--- config.mk ---
export PLATFORM = sky130hd
export DESIGN_NAME = piso_serializer
export DESIGN_NICKNAME = d
export VERILOG_FILES = /design/src/rtl/piso_pkg.sv /design/src/rtl/bit_period_div.sv /design/src/rtl/piso_serializer.sv
export SDC_FILE = /design/constraint.sdc
export NUM_CORES = 1
export LEC_CHECK = 0
export CAP_MARGIN = 20
export CORE_AREA = 4 4 41 43
export DETAILED_ROUTE_END_ITERATION = 6
export DIE_AREA = 0 0 45 47
export HOLD_SLACK_MARGIN = 0.06
export PLACE_DENSITY = 0.62
export SYNTH_ARGS = -nofsm -noshare
export SYNTH_HDL_FRONTEND = slang
export SYNTH_SLANG_ARGS = --single-unit
--- constraint.sdc ---
create_clock -name clk -period 1.6 [get_ports clk]
set_input_delay 0.32 -clock clk [delete_from_list [all_inputs] [get_ports clk]]
set_output_delay 0.32 -clock clk [all_outputs]
set_load 0.01 [all_outputs]
--- src/rtl/piso_pkg.sv ---
`default_nettype none
// ============================================================================
// Module      : piso_pkg
// Description : Shared types and constants for the PISO serializer slice.
//               Holds the state encoding used by the FSM and the default
//               word width, which matches the downstream 4-bit SIPO stage.
// Revision    : 1.0 - initial release
// ============================================================================
package piso_pkg;

  // Default data word width; matches the SIPO capture stage downstream.
  localparam int DEFAULT_WIDTH = 4;

  // State encodings, kept explicit so the register width is fixed.
  localparam logic [0:0] ST_IDLE  = 1'b0;
  localparam logic [0:0] ST_SHIFT = 1'b1;

  typedef enum logic [0:0] {
    IDLE  = ST_IDLE,
    SHIFT = ST_SHIFT
  } state_t;

endpackage
`default_nettype wire

--- src/rtl/bit_period_div.sv ---
`default_nettype none
// ============================================================================
// Module      : bit_period_div
// Description : Bit-period divider. Counts 0..DIV-1 while a frame is active
//               and raises a registered tick on the last clock of each bit
//               period. tick_next is the value tick will take after the next
//               edge, so the parent can register strobes aligned with tick.
//               With DIV=1 no counter exists and the tick simply follows the
//               active state.
// Revision    : 1.0 - initial release
// ============================================================================
module bit_period_div #(
  parameter int DIV = 1
) (
  input  logic clk,
  input  logic rst,
  input  logic en,         // frame active this cycle
  input  logic en_next,    // frame active next cycle
  output logic tick,       // last clock of the current bit period
  output logic tick_next   // tick value for the next cycle
);

  generate
    if (DIV == 1) begin : g_div_one
      // Every active clock is a bit boundary; the counter is not needed.
      logic unused_en;
      assign unused_en = en;
      assign tick_next = en_next;
    end else begin : g_div_n
      localparam int DW = $clog2(DIV);
      localparam logic [DW-1:0] LAST = DW'(DIV - 1);

      logic [DW-1:0] cnt;
      logic [DW-1:0] cnt_next;

      // Advance the divider while active, wrap at the period end, park at 0 otherwise.
      always_comb begin
        cnt_next = '0;
        if (en && (cnt != LAST)) begin
          cnt_next = cnt + DW'(1);
        end
      end

      assign tick_next = en_next && (cnt_next == LAST);

      // Divider count register.
      always_ff @(posedge clk or posedge rst) begin
        if (rst) begin
          cnt <= '0;
        end else begin
          cnt <= cnt_next;
        end
      end
    end
  endgenerate

  // Registered tick so the bit strobe comes straight from a flop.
  always_ff @(posedge clk or posedge rst) begin
    if (rst) begin
      tick <= 1'b0;
    end else begin
      tick <= tick_next;
    end
  end

endmodule
`default_nettype wire

--- src/rtl/piso_serializer.sv ---
`default_nettype none
// ============================================================================
// Module      : piso_serializer
// Description : Parallel-in serial-out serializer, MSB-first, one bit every
//               DIV clocks, with a valid/ready load handshake, a one-cycle
//               bit strobe and a frame-done pulse on the final bit. The last
//               bit cycle also opens din_ready so frames can run back-to-back.
//               Optional build macro PISO_PARITY_EN appends an even-parity
//               bit period after the data bits.
// Revision    : 1.0 - initial release
// ============================================================================
module piso_serializer
  import piso_pkg::*;
#(
  parameter int WIDTH = DEFAULT_WIDTH,
  parameter int DIV   = 1,
  parameter int CNT_W = $clog2(WIDTH + 1)
) (
  input  logic             clk,
  input  logic             rst,
  input  logic [WIDTH-1:0] din,
  input  logic             din_valid,
  output logic             din_ready,
  output logic             serial_out,
  output logic             bit_valid,
  output logic             frame_done,
  output logic             busy
);

`ifdef PISO_PARITY_EN
  // Parity rides as an extra LSB so it shifts out after the data bits.
  localparam int SR_W = WIDTH + 1;
`else
  localparam int SR_W = WIDTH;
`endif

  // Bit counter must hold the full frame length, parity bit included.
  localparam int BC_W = (CNT_W > $clog2(SR_W + 1)) ? CNT_W : $clog2(SR_W + 1);
  localparam logic [BC_W-1:0] FRAME_BITS = BC_W'(SR_W);
  localparam logic [BC_W-1:0] ONE_BIT    = BC_W'(1);

  state_t            state;
  state_t            state_next;
  logic [SR_W-1:0]   shift_reg;
  logic [SR_W-1:0]   shift_next;
  logic [SR_W-1:0]   load_word;
  logic [BC_W-1:0]   bit_cnt;
  logic [BC_W-1:0]   bit_cnt_next;
  logic              tick;
  logic              tick_next;
  logic              in_shift;
  logic              last_bit;
  logic              accept;
  logic              frame_done_next;

`ifdef PISO_PARITY_EN
  assign load_word = {din, ^din};
`else
  assign load_word = din;
`endif

  assign in_shift = (state == SHIFT);
  assign last_bit = in_shift && tick && (bit_cnt == ONE_BIT);

  bit_period_div #(
    .DIV (DIV)
  ) u_div (
    .clk       (clk),
    .rst       (rst),
    .en        (in_shift),
    .en_next   (state_next == SHIFT),
    .tick      (tick),
    .tick_next (tick_next)
  );

  // State register.
  always_ff @(posedge clk or posedge rst) begin
    if (rst) begin
      state <= IDLE;
    end else begin
      state <= state_next;
    end
  end

  // Next-state decode: load from idle, and either chain or finish on the last bit.
  always_comb begin
    state_next = state;
    case (state)
      IDLE:    if (din_valid) state_next = SHIFT;
      SHIFT:   if (last_bit && !din_valid) state_next = IDLE;
      default: state_next = IDLE;
    endcase
  end

  // Output decode: ready in idle or on the last bit; datapath next values.
  always_comb begin
    din_ready       = (state == IDLE) || last_bit;
    accept          = din_valid && din_ready;
    shift_next      = shift_reg;
    bit_cnt_next    = bit_cnt;
    if (accept) begin
      shift_next   = load_word;
      bit_cnt_next = FRAME_BITS;
    end else if (in_shift && tick) begin
      shift_next   = {shift_reg[SR_W-2:0], 1'b0};
      bit_cnt_next = bit_cnt - ONE_BIT;
    end
    frame_done_next = tick_next && (bit_cnt_next == ONE_BIT);
  end

  // Datapath registers; the shift register drains to zero so the line idles low.
  always_ff @(posedge clk or posedge rst) begin
    if (rst) begin
      shift_reg  <= '0;
      bit_cnt    <= '0;
      frame_done <= 1'b0;
    end else begin
      shift_reg  <= shift_next;
      bit_cnt    <= bit_cnt_next;
      frame_done <= frame_done_next;
    end
  end

  assign serial_out = shift_reg[SR_W-1];
  assign bit_valid  = tick;
  assign busy       = in_shift;

endmodule
`default_nettype wire
Fig. 1: the metal 3 layer
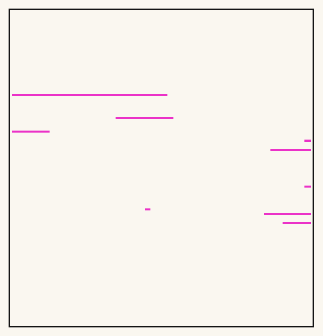
8 nets have wire on it. The layer holds 5.1% of the routed length.
WL final: 1060 um
total number of vias: 412
GR Util met3: 0.0460

Fig. 2: cell density map
9 x 9 tiles, from white (low) to dark blue (high), 0 to 100% covered.
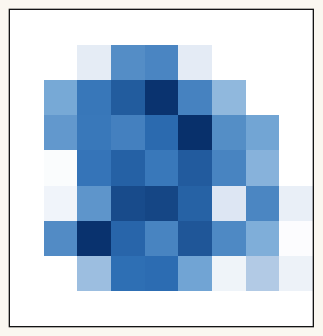
43% of the tiles are nearly empty. The fullest tile reaches 100%. The emptiest ninth of the die: upper right. The mean over all tiles is 33%.
post-route core utilization: 0.552
floorplan-stage core utilization: 0.388
placeable core region: 1300 sq um

==> flow_metrics.env <==
# flow metrics
export IMPL_run_status="complete, no violations"
export IMPL_detail_route_iter0_violations=6
export IMPL_placement_rows=13
export IMPL_synthAoiAreaFrac=0.208
export IMPL_synthAdderAreaFrac=0.0495
export IMPL_netlist_logic_family_top="AND-OR/OR-AND gates"
export IMPL_nClkBuffers=4
export IMPL_crit_start="busy$_DFF_PP0_"
export IMPL_worst_path_max_fanout=6
export IMPL_endpoint_kind="output pin"
export IMPL_global_route_wire_length_before_repair_um=1670
export IMPL_fin_crit_period_ps=1560
export IMPL_power_share_switching=0.340
export IMPL_max_fclk_ghz=0.639
export IMPL_ys_seq_share=0.446
export IMPL_met3WireLength_um=54
export IMPL_finish_net_count=77
export IMPL_number_of_global_route_vias_before_repair=408
export IMPL_mux_area_frac=0.0198
export IMPL_yosysWarnings=0
export IMPL_signal_buffers=22
export IMPL_sequential_cell_total=9
export IMPL_cpMaxStageDelayCell="clkdlybuf4s50_1"
export IMPL_worst_r2r_endpoint="frame_done$_DFF_PP0_"
export IMPL_largest_register_ffs=4
export IMPL_top_layer_used="met4"
export IMPL_clock_skew_final_ps=1.91
export IMPL_final_max_slew_violation_count=0
export IMPL_cts_htree_levels=1
export IMPL_tap_count=15
export IMPL_worstPathArrival_ps=1240
export IMPL_inverters=5
export IMPL_combGateArea_sq_um=238
export IMPL_seqPwrFrac=0.300
export IMPL_flop_and_latch_count_out_of_synthesis=9
export IMPL_max_slew_margin=0.752
export IMPL_synthesis_instances=44
export IMPL_ir_drop_mv=0.940
export IMPL_p_per_area_nw_per_um2=1800
export IMPL_track_usage=0.113
export IMPL_r2r_worst_path_cells=5
export IMPL_seq_cell_share=0.315
export IMPL_final_non_clock_buffer_share=0.265
export IMPL_postSynthNetCount=53
export IMPL_syn_area_sq_um=505
export IMPL_final_fill_count=120
export IMPL_critPathRequiredTime_ps=1280
export IMPL_critPathBufInv=1
export IMPL_worstHoldPathType="input pin to asynchronous set/reset pin"
export IMPL_fraction_of_area_in_multi_input_gates=0.331
export IMPL_post_synthesis_cell_type_count=22
export IMPL_lay_top_cells="buf_4 (11), clkdlybuf4s50_1 (9), dfrtp_1 (8)"
export IMPL_metal_1_wl_um=467
export IMPL_fp_dieArea_sq_um=2120
export IMPL_cells_in_synth_stat_txt=44
export IMPL_root_buffer="clkbuf_4"
export IMPL_globalRouteMet2Util=0.203
export IMPL_cts_clk_slew_worst_paths_ps=60
export IMPL_route_detailed_drc=0
export IMPL_cts_buffer_depth=2
export IMPL_worst_path_stages=1
export IMPL_cell_leakage_power_nw=0.354
export IMPL_number_of_enable_flip_flop_cells=0
export IMPL_criticalPathCategory="flip-flop to output pin"
export IMPL_finalHoldViolations=0
export IMPL_synth_simple_gate_area_share=0.181
export IMPL_critical_path_startpoint_type="flip-flop"
export IMPL_clock_sinks=9
export IMPL_antenna_violating_nets_post_route=0
export IMPL_regToRegStartpoint="bit_cnt[0]$_DFF_PP0_"
export IMPL_pg_seq_w=0.000388
export IMPL_drt_vias_per_instance=5.02
export IMPL_post_detailed_route_wirelength_per_cell_um=13.0
export IMPL_final_seq_area_sq_um=226
export IMPL_top_area_cell_class="multi-input combinational cells"
export IMPL_place_hpwl_um=790
Fig. 3: ports around the boundary
Pins as bars across the die edge, other pins in grey.
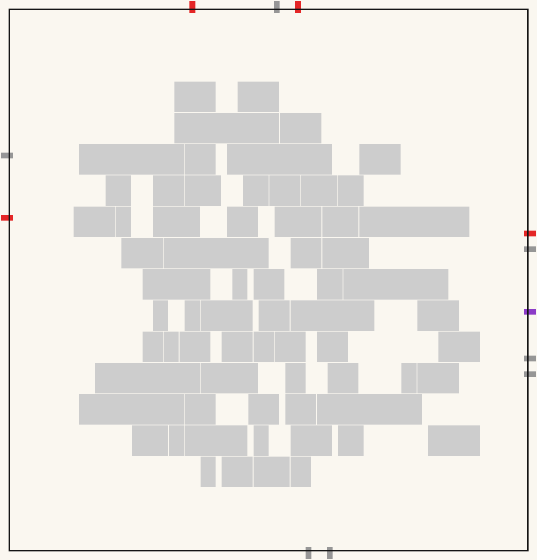
rst: in purple, pins 1, direction input, edge right. din: in red, pins 4, direction input, edge 2 top, 1 left, 1 right.
Die Span Y: 47 um
count of input and output buffers: 11
Die X: 45 um

Fig. 4: clock network drawn from the DEF
Scale bar: 10 um.
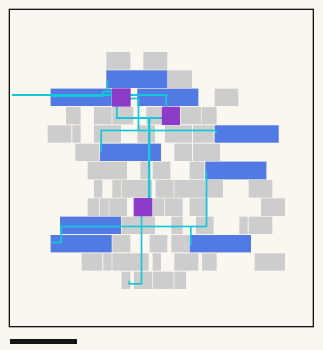
clock wires: in cyan, length 140 um. clock drivers: in purple, count 3. flip-flops: in blue, count 9.
There are 4 routed clock nets.
clock network power: 0.000180 W
insertion delay of the later-clocked pin in the worst-skew pair: 260 ps
portion of total power attributed to the clock network: 0.139

[metrics by stage]
stage	cell area, sq um	TNS [ps]	setup slack [ps]
floorplan	505	0	257
global placement	679	-144	-95.4
detailed placement	679	-155	-130
CTS	702	0	34.1
global route	718	-2.72	-2.72
finish	718	0	35.4
[Yosys cell counts, drive strengths merged, types with 2 or more instances]
cell / n / share of area
a211o: 3 / 0.052
buf: 3 / 0.059
dfrtp: 9 / 0.45
ha: 2 / 0.049
inv: 5 / 0.037
nand2: 2 / 0.015
nor2b: 4 / 0.064
o21ai: 2 / 0.020
o221a: 3 / 0.067
[what timing repair did]
action                     4_1_cts  5_1_grt
buffers inserted                 0        1
resized                          6        3
pin swaps                        0        1
hold buffers                     0        0
setup endpoints to repair        3        1
gates cloned                     0        0
Power and IR drop assume default switching activity.
